==> src/rtl/axi_lite_slave_regs.sv <==
// AXI4-Lite slave exposing NUM_REGS 32-bit read/write registers.
// Independent write (AW/W/B) and read (AR/R) state machines share one register file.
module axi_lite_slave_regs #(
  parameter int DATA_WIDTH = 32,
  parameter int ADDR_WIDTH = 32,
  parameter int NUM_REGS   = 8
) (
  input  logic                    clk,
  input  logic                    rst,
  input  logic [ADDR_WIDTH-1:0]   AWADDR,
  input  logic                    AWVALID,
  output logic                    AWREADY,
  input  logic [DATA_WIDTH-1:0]   WDATA,
  input  logic [DATA_WIDTH/8-1:0] WSTRB,
  input  logic                    WVALID,
  output logic                    WREADY,
  output logic [1:0]              BRESP,
  output logic                    BVALID,
  input  logic                    BREADY,
  input  logic [ADDR_WIDTH-1:0]   ARADDR,
  input  logic                    ARVALID,
  output logic                    ARREADY,
  output logic [DATA_WIDTH-1:0]   RDATA,
  output logic [1:0]              RRESP,
  output logic                    RVALID,
  input  logic                    RREADY
);

  localparam int IDX_W  = $clog2(NUM_REGS);
  localparam int STRB_W = DATA_WIDTH / 8;

  localparam logic [1:0] RESP_OKAY   = 2'b00;
  localparam logic [1:0] RESP_SLVERR = 2'b10;

  typedef enum logic {W_IDLE, W_RESP} w_state_t;
  typedef enum logic {R_IDLE, R_DATA} r_state_t;

  function automatic logic addr_in_range(input logic [ADDR_WIDTH-1:0] a);
    return (a >> (IDX_W + 2)) == '0;
  endfunction

  function automatic logic [IDX_W-1:0] addr_index(input logic [ADDR_WIDTH-1:0] a);
    return a[IDX_W+1:2];
  endfunction

  logic [DATA_WIDTH-1:0] regs [NUM_REGS];

  w_state_t w_state, w_next;
  r_state_t r_state, r_next;

  logic                  aw_held, w_held;
  logic [ADDR_WIDTH-1:0] aw_addr_q;
  logic [DATA_WIDTH-1:0] w_data_q;
  logic [STRB_W-1:0]     w_strb_q;

  logic                  aw_hs, w_hs, b_hs, ar_hs;
  logic                  commit;
  logic [ADDR_WIDTH-1:0] wr_addr;
  logic [DATA_WIDTH-1:0] wr_data;
  logic [STRB_W-1:0]     wr_strb;
  logic                  wr_in_range;
  logic [IDX_W-1:0]      wr_idx;

  // ---------------- write channel ----------------
  always_ff @(posedge clk) begin
    if (rst) w_state <= W_IDLE;
    else     w_state <= w_next;
  end

  // The write commits on the edge where the later of AW/W arrives, using held copies for the earlier one.
  always_comb begin
    w_next  = w_state;
    AWREADY = 1'b0;
    WREADY  = 1'b0;
    aw_hs   = 1'b0;
    w_hs    = 1'b0;
    b_hs    = 1'b0;
    commit  = 1'b0;
    case (w_state)
      W_IDLE: begin
        AWREADY = !aw_held;
        WREADY  = !w_held;
        aw_hs   = AWVALID && !aw_held;
        w_hs    = WVALID && !w_held;
        commit  = (aw_held || aw_hs) && (w_held || w_hs);
        if (commit) w_next = W_RESP;
      end
      W_RESP: begin
        b_hs = BREADY;
        if (BREADY) w_next = W_IDLE;
      end
      default: w_next = W_IDLE;
    endcase
  end

  assign BVALID = (w_state == W_RESP);

  always_comb begin
    wr_addr     = aw_held ? aw_addr_q : AWADDR;
    wr_data     = w_held  ? w_data_q  : WDATA;
    wr_strb     = w_held  ? w_strb_q  : WSTRB;
    wr_in_range = addr_in_range(wr_addr);
    wr_idx      = addr_index(wr_addr);
  end

  always_ff @(posedge clk) begin
    if (rst) begin
      aw_held   <= 1'b0;
      w_held    <= 1'b0;
      aw_addr_q <= '0;
      w_data_q  <= '0;
      w_strb_q  <= '0;
      BRESP     <= RESP_OKAY;
    end else begin
      if (aw_hs) begin
        aw_held   <= 1'b1;
        aw_addr_q <= AWADDR;
      end
      if (w_hs) begin
        w_held   <= 1'b1;
        w_data_q <= WDATA;
        w_strb_q <= WSTRB;
      end
      if (commit) BRESP <= wr_in_range ? RESP_OKAY : RESP_SLVERR;
      if (b_hs) begin
        aw_held <= 1'b0;
        w_held  <= 1'b0;
      end
    end
  end

  // Byte-lane merge; out-of-range writes touch nothing.
  always_ff @(posedge clk) begin
    if (rst) begin
      for (int i = 0; i < NUM_REGS; i++) regs[i] <= '0;
    end else if (commit && wr_in_range) begin
      for (int b = 0; b < STRB_W; b++) begin
        if (wr_strb[b]) regs[wr_idx][8*b +: 8] <= wr_data[8*b +: 8];
      end
    end
  end

  // ---------------- read channel ----------------
  always_ff @(posedge clk) begin
    if (rst) r_state <= R_IDLE;
    else     r_state <= r_next;
  end

  always_comb begin
    r_next  = r_state;
    ARREADY = 1'b0;
    ar_hs   = 1'b0;
    case (r_state)
      R_IDLE: begin
        ARREADY = 1'b1;
        ar_hs   = ARVALID;
        if (ARVALID) r_next = R_DATA;
      end
      R_DATA: begin
        if (RREADY) r_next = R_IDLE;
      end
      default: r_next = R_IDLE;
    endcase
  end

  assign RVALID = (r_state == R_DATA);

  // Sampling regs here sees the pre-write value when a commit shares this edge.
  always_ff @(posedge clk) begin
    if (rst) begin
      RDATA <= '0;
      RRESP <= RESP_OKAY;
    end else if (ar_hs) begin
      if (addr_in_range(ARADDR)) begin
        RDATA <= regs[addr_index(ARADDR)];
        RRESP <= RESP_OKAY;
      end else begin
        RDATA <= '0;
        RRESP <= RESP_SLVERR;
      end
    end
  end

endmodule

==> config.mk <==
export PLATFORM = sky130hd
export DESIGN_NAME = axi_lite_slave_regs
export DESIGN_NICKNAME = d
export VERILOG_FILES = /design/src/rtl/axi_lite_slave_regs.sv
export SDC_FILE = /design/constraint.sdc
export NUM_CORES = 1
export LEC_CHECK = 0
export ABC_AREA = 0
export CAP_MARGIN = 0
export CORE_MARGIN = 2
export CORE_UTILIZATION = 30
export DETAILED_ROUTE_END_ITERATION = 7
export GPL_ROUTABILITY_DRIVEN = 1
export PLACE_DENSITY = 0.57
export SYNTH_ARGS = -nofsm -noshare
export SYNTH_HDL_FRONTEND = slang
export SYNTH_SLANG_ARGS = --single-unit
==> constraint.sdc <==
create_clock -name clk -period 3.7 [get_ports clk]
set_input_delay 0.74 -clock clk [delete_from_list [all_inputs] [get_ports clk]]
set_output_delay 0.74 -clock clk [all_outputs]
set_load 0.02 [all_outputs]
A small window of the routed layout:
Window x 99 to 139, y 99 to 139 um. Cells in gray, sequential cells in the stronger gray; small squares are vias.
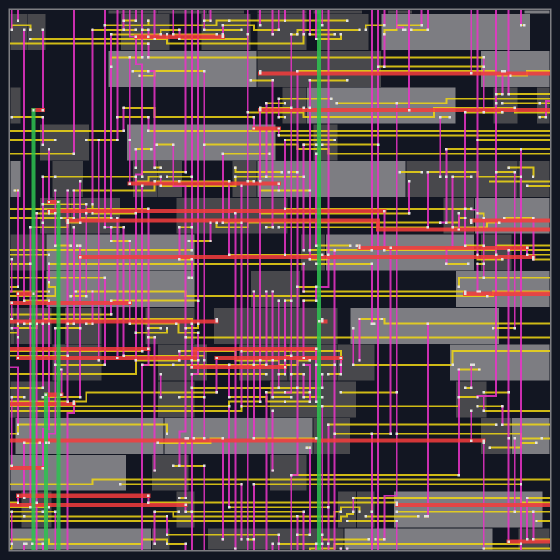
Key: red = met3; green = met4; magenta = met2; yellow = met1
Sequential cells in the window: 18. Netlist names of flops here include regs (18). Most frequent: edfxtp_1 (18), a41o_1 (11). 68 logic cells have their middle in the window.

Signal wires by layer:
(1.5 px per um) Two of the layers only.
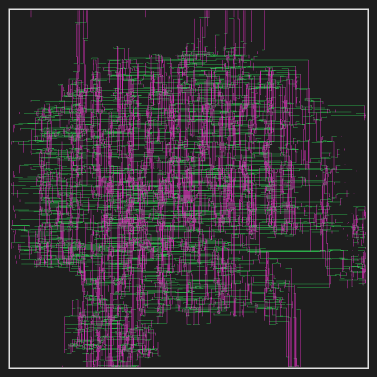
Key: green = met1 [wire length 20.6 mm]; magenta = met2 [wire length 22.0 mm]

Ports around the boundary:
(2 px per um) Pins as bars across the die edge, other pins in gray.
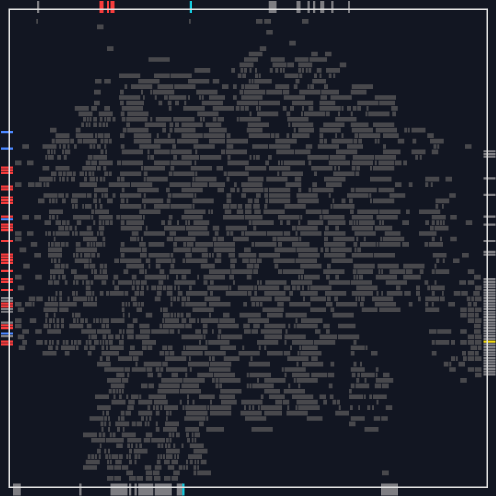
Key: yellow = RVALID [pins 1, direction output, edge right]; red = WDATA [pins 32, direction input, edge 27 left, 5 top]; cyan = BRESP [pins 2, direction output, edge 1 top, 1 bottom]; blue = WSTRB [pins 4, direction input, edge left]
All pins by edge: 46 bottom, 46 right, 37 left, 19 top.

==> impl_metrics.csv <==
group,metric,value,unit
outcome,run_status,"completed",
route,vias,12000,
setup_path,arrival,3.19,ns
setup_path,timing.rr.start,"aw_held$_SDFFE_PP0P_",
setup_path,end_kind,"flip-flop",
timing,fin_tns_setup,0,ns
floorplanning,die_w,238,um
worst_hold_path,min_path_cells,2,
floorplanning,fp-utilization,30.5,%
logic_synthesis,yosysTopAreaCellShare,46.7,%
finish,num-fill-cells,5266,
pwr,clockPowerShare,43.4,%
grt,grt_use_total,16.6,%
finish,diodes,0,
clocking,numCtsBuffers,41,
route,drt-initial-drc-count,849,
logic_synthesis,synthTopCellsByArea,"edfxtp_1 47%, dfxtp_1 13%, mux4_2 8.8%, nand2_1 4.2%, nor4_1 3.6%",
timing,skew,0.0200,ns
placement,dpl.cell_count,2190,
placement,place_congestion,0.767,
setup_path,r2r_cells,5,
setup_path,r2r_slack,0.91,ns
timing,worst_pin_slew,1.09,ns
logic_synthesis,yosys-top-cells-count,"256 x edfxtp_1, 185 x nand2_1, 145 x nor2_1",
pwr,leakage,6.79,nW
clocking,postCtsSetupBuffers,0,
grt,grt_pass1_vias,12000,
-- kinds of logic after synthesis --
family                 share of synthesized area, %
muxes                                          10.9
and+or+nand+nor                                18.8
buffers and inverters                          3.30
other                                        0.0228
DFF                                            59.3
AOI/OAI and AO/OA                              7.64
-- power by group through the flow --
stage | sequential, W | clock [W] | combinational [W]
5_1_grt | 0.00454 | 0.00441 | 0.000995
4_1_cts | 0.00452 | 0.00425 | 0.000924
3_3_place_gp | 0.00460 | 0 | 0.000911
3_5_place_dp | 0.00461 | 0 | 0.000922
6_report | 0.00452 | 0.00417 | 0.000922
2_1_floorplan | 0.00457 | 0 | 0.000548
-- worst max-delay path, stage by stage --
cell             delay (ns)
clkdlybuf4s50_1        0.46
or4_4                  0.59
a2111o_2               0.53
a21oi_2                0.18
buf_12                 0.21
a41o_1                 0.47
-- layout make-up --
cell class	count	area [um^2]	area share [%]
multi-input cells	920	6180	30.6
well taps	696	871	4.31
clock inverters	19	224	1.11
inverters	3	11.3	0.0558
flip-flops and latches	360	9770	48.4
repair buffers	211	2010	9.95
clock buffers	55	1130	5.60
-- worst max-delay path by stage --
stage | to | slack, ns | depth (start not counted)
floorplan | regs[2][24]$_SDFFCE_PN0P_ | 0.69 | 4
global placement | regs[1][27]$_SDFFCE_PN0P_ | 0.18 | 6
detailed placement | regs[3][18]$_SDFFCE_PN0P_ | 0.14 | 6
CTS | regs[3][16]$_SDFFCE_PN0P_ | 0.73 | 6
global route | regs[3][20]$_SDFFCE_PN0P_ | 0.68 | 6
finish | regs[3][20]$_SDFFCE_PN0P_ | 0.72 | 6
-- state kept, by name (all words and copies together), names as in the netlist --
signal	flops
RDATA	32
BVALID	1
RRESP	1
RVALID	1
w_held	1
aw_held	1
aw_addr_q	30
BRESP	1
regs	256
w_data_q	32
w_strb_q	4
-- per-stage QoR --
stage / hold WS, ns / setup WS (ns) / cell area [um^2] / utilization (%) / power, W
2_1_floorplan: 0.431 / 0.692 / 16500 / - / 0.00512
3_3_place_gp: 0.438 / 0.179 / 18800 / 34.9 / 0.00551
3_5_place_dp: 0.443 / 0.139 / 18800 / 34.9 / 0.00553
4_1_cts: 0.451 / 0.734 / 20200 / 37.4 / 0.00970
5_1_grt: 0.470 / 0.683 / 20200 / 37.4 / 0.00994
6_report: 0.449 / 0.718 / 20200 / 37.4 / 0.00961
-- routing by layer --
metal / GRT usage, % / vias up / routed length [um]
met1: 22.5 / 5897 / 20600
met5: 0 / - / 27
met4: 4.75 / 4 / 992
met2: 26.8 / 432 / 22000
li1: - / 5595 / -
met3: 3.33 / 72 / 3410
Power and IR drop assume default switching activity.
